placement.png
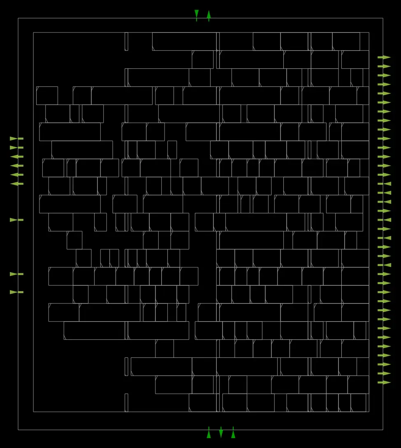
layer_met3.png
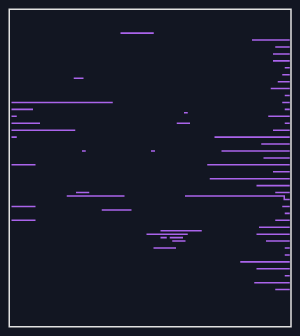
==> src/rtl/tsm_share_monomial_gen.sv <==
// Same-share monomial producer: takes one Boolean share per beat (share 0 first)
// and emits the 15 intra-nibble AND monomials of both nibbles of that share.
module tsm_share_monomial_gen #(
    parameter int NUM_SHARES = 2,
    parameter int IDX_W      = 3
) (
    input  logic             clk,
    input  logic             rst_n,
    input  logic             clr,
    input  logic             in_valid,
    output logic             in_ready,
    input  logic             in_first,
    input  logic [7:0]       in_share,
    output logic             out_valid,
    input  logic             out_ready,
    output logic [14:0]      out_mono_lo,
    output logic [14:0]      out_mono_hi,
    output logic [IDX_W-1:0] out_idx,
    output logic             out_last,
    output logic             err
);

    typedef enum logic {
        IDLE,
        COLLECT
    } state_e;

    localparam logic [IDX_W-1:0] LAST_IDX = IDX_W'(NUM_SHARES - 1);
    localparam logic [IDX_W-1:0] ONE_IDX  = IDX_W'(1);

    state_e            state_q, state_d;
    logic [IDX_W-1:0]  cnt_q, cnt_d;
    logic              valid_q, valid_d;
    logic [7:0]        share_q, share_d;
    logic [IDX_W-1:0]  idx_q, idx_d;
    logic              last_q, last_d;
    logic              err_q, err_d;
    logic              accept;

    function automatic logic [14:0] mono4(input logic [3:0] x);
        mono4 = {&x,
                 x[1] & x[2] & x[3], x[0] & x[2] & x[3],
                 x[0] & x[1] & x[3], x[0] & x[1] & x[2],
                 x[2] & x[3], x[1] & x[3], x[1] & x[2],
                 x[0] & x[3], x[0] & x[2], x[0] & x[1],
                 x[3], x[2], x[1], x[0]};
    endfunction

    assign in_ready = !valid_q || out_ready;
    assign accept   = in_valid && in_ready;

    always_comb begin
        state_d = state_q;
        cnt_d   = cnt_q;
        valid_d = valid_q && !out_ready;
        share_d = share_q;
        idx_d   = idx_q;
        last_d  = last_q;
        err_d   = 1'b0;

        if (clr) begin
            // Abort wins over everything; data is wiped so no stale share lingers.
            state_d = IDLE;
            cnt_d   = '0;
            valid_d = 1'b0;
            share_d = '0;
            idx_d   = '0;
            last_d  = 1'b0;
        end else if (accept) begin
            if (in_first) begin
                // A new byte always restarts at share 0, even if one was in progress.
                err_d   = (state_q == COLLECT);
                valid_d = 1'b1;
                share_d = in_share;
                idx_d   = '0;
                if (NUM_SHARES == 1) begin
                    last_d  = 1'b1;
                    cnt_d   = '0;
                    state_d = IDLE;
                end else begin
                    last_d  = 1'b0;
                    cnt_d   = ONE_IDX;
                    state_d = COLLECT;
                end
            end else if (state_q == IDLE) begin
                err_d = 1'b1;
            end else begin
                valid_d = 1'b1;
                share_d = in_share;
                idx_d   = cnt_q;
                if (cnt_q == LAST_IDX) begin
                    last_d  = 1'b1;
                    cnt_d   = '0;
                    state_d = IDLE;
                end else begin
                    last_d  = 1'b0;
                    cnt_d   = cnt_q + ONE_IDX;
                end
            end
        end
    end

    always_ff @(posedge clk or negedge rst_n) begin
        if (!rst_n) begin
            state_q <= IDLE;
            cnt_q   <= '0;
            valid_q <= 1'b0;
            share_q <= '0;
            idx_q   <= '0;
            last_q  <= 1'b0;
            err_q   <= 1'b0;
        end else begin
            state_q <= state_d;
            cnt_q   <= cnt_d;
            valid_q <= valid_d;
            share_q <= share_d;
            idx_q   <= idx_d;
            last_q  <= last_d;
            err_q   <= err_d;
        end
    end

    // Monomials are formed only from the registered share, never from in_share.
    assign out_mono_lo = mono4(share_q[3:0]);
    assign out_mono_hi = mono4(share_q[7:4]);
    assign out_valid   = valid_q;
    assign out_idx     = idx_q;
    assign out_last    = last_q;
    assign err         = err_q;

endmodule
==> config.mk <==
export PLATFORM = sky130hd
export DESIGN_NAME = tsm_share_monomial_gen
export DESIGN_NICKNAME = d
export VERILOG_FILES = /design/src/rtl/tsm_share_monomial_gen.sv
export SDC_FILE = /design/constraint.sdc
export NUM_CORES = 1
export LEC_CHECK = 0
export CAP_MARGIN = 20
export CORE_AREA = 2 2 53 60
export DETAILED_ROUTE_END_ITERATION = 6
export DIE_AREA = 0 0 55 62
export GPL_TIMING_DRIVEN = 1
export PLACE_DENSITY = 0.75
export SLEW_MARGIN = 20
export SYNTH_ARGS = -nofsm -noshare
export SYNTH_HDL_FRONTEND = slang
export SYNTH_SLANG_ARGS = --single-unit
==> constraint.sdc <==
create_clock -name clk -period 1.5 [get_ports clk]
set_clock_uncertainty 0.15 [all_clocks]
set_input_delay 0.225 -clock clk [delete_from_list [all_inputs] [get_ports clk]]
set_output_delay 0.225 -clock clk [all_outputs]
set_load 0.01 [all_outputs]
==> summary.txt <==
flow finished, numbers: initial antenna violation count=0, Resize count post-CTS=137, PortBufs=50, failing checks=negative setup slack, Final setup viols=13, yosys xor share=0%, first-pass GRT wire length=5230 um, r2r setup slk=80 ps, final instance area=2000 um^2, worst hold slack=106 ps, routed vias/inst=5.50, Pleak=0.984 nW, Post-synth seq share=42.3%, reg2reg end=out_last, Detailed Route Iter0 Violations=18, Adder Area Share=0%, Worst path top cell family by delay=flip-flops, CP most frequent cell=buf_6, Synth Register Bits=18, status=finished with violations, Setup WS post-layout=-118 ps, Max-area cell share=42.3%, worst setup path category=register to output pin, Tmin final=1620 ps, hold buffers post-CTS=0
Back to the opening pictures, placement.png:
# rows: 21
Layout Utilization: 69.1%
core region area: 2890 um^2
FILL cells: 205
fraction of area in registers: 22.7%

Back to the opening pictures, layer_met3.png:
The layer holds 7.8% of the routed length. 58 nets have wire on it. The layer carries 293 um of wire. The longest straight run is 19.6 um. The wires run mostly horizontal.
grt met3 use: 3.59%
via count: 1288
total routed wirelength: 3770 um

[layout make-up]
type / count / area [um^2]
Sequential cell: 18 / 454
Inverter: 4 / 15.0
Clock buffer: 3 / 22.5
Timing Repair Buffer: 93 / 845
Tap cell: 34 / 42.5
Fill cell: 205 / 893
Multi-Input combinational cell: 82 / 618
[layer usage]
metal,vias to the layer above,global-route usage [%],wire length [um]
li1,597,-,-
met1,614,23.7,1470
met2,71,38.9,1950
met3,6,3.59,292
met4,0,6.62,53
met5,-,0,0
[sequential cells by signal, summed over array words and instances (netlist names)]
signal and cells:
err 1, out_valid 1, share_q 8, state_q 1
out_idx 3, out_last 1, cnt_q 3
Power figures rest on the tool's default switching activity, not on a simulated workload.
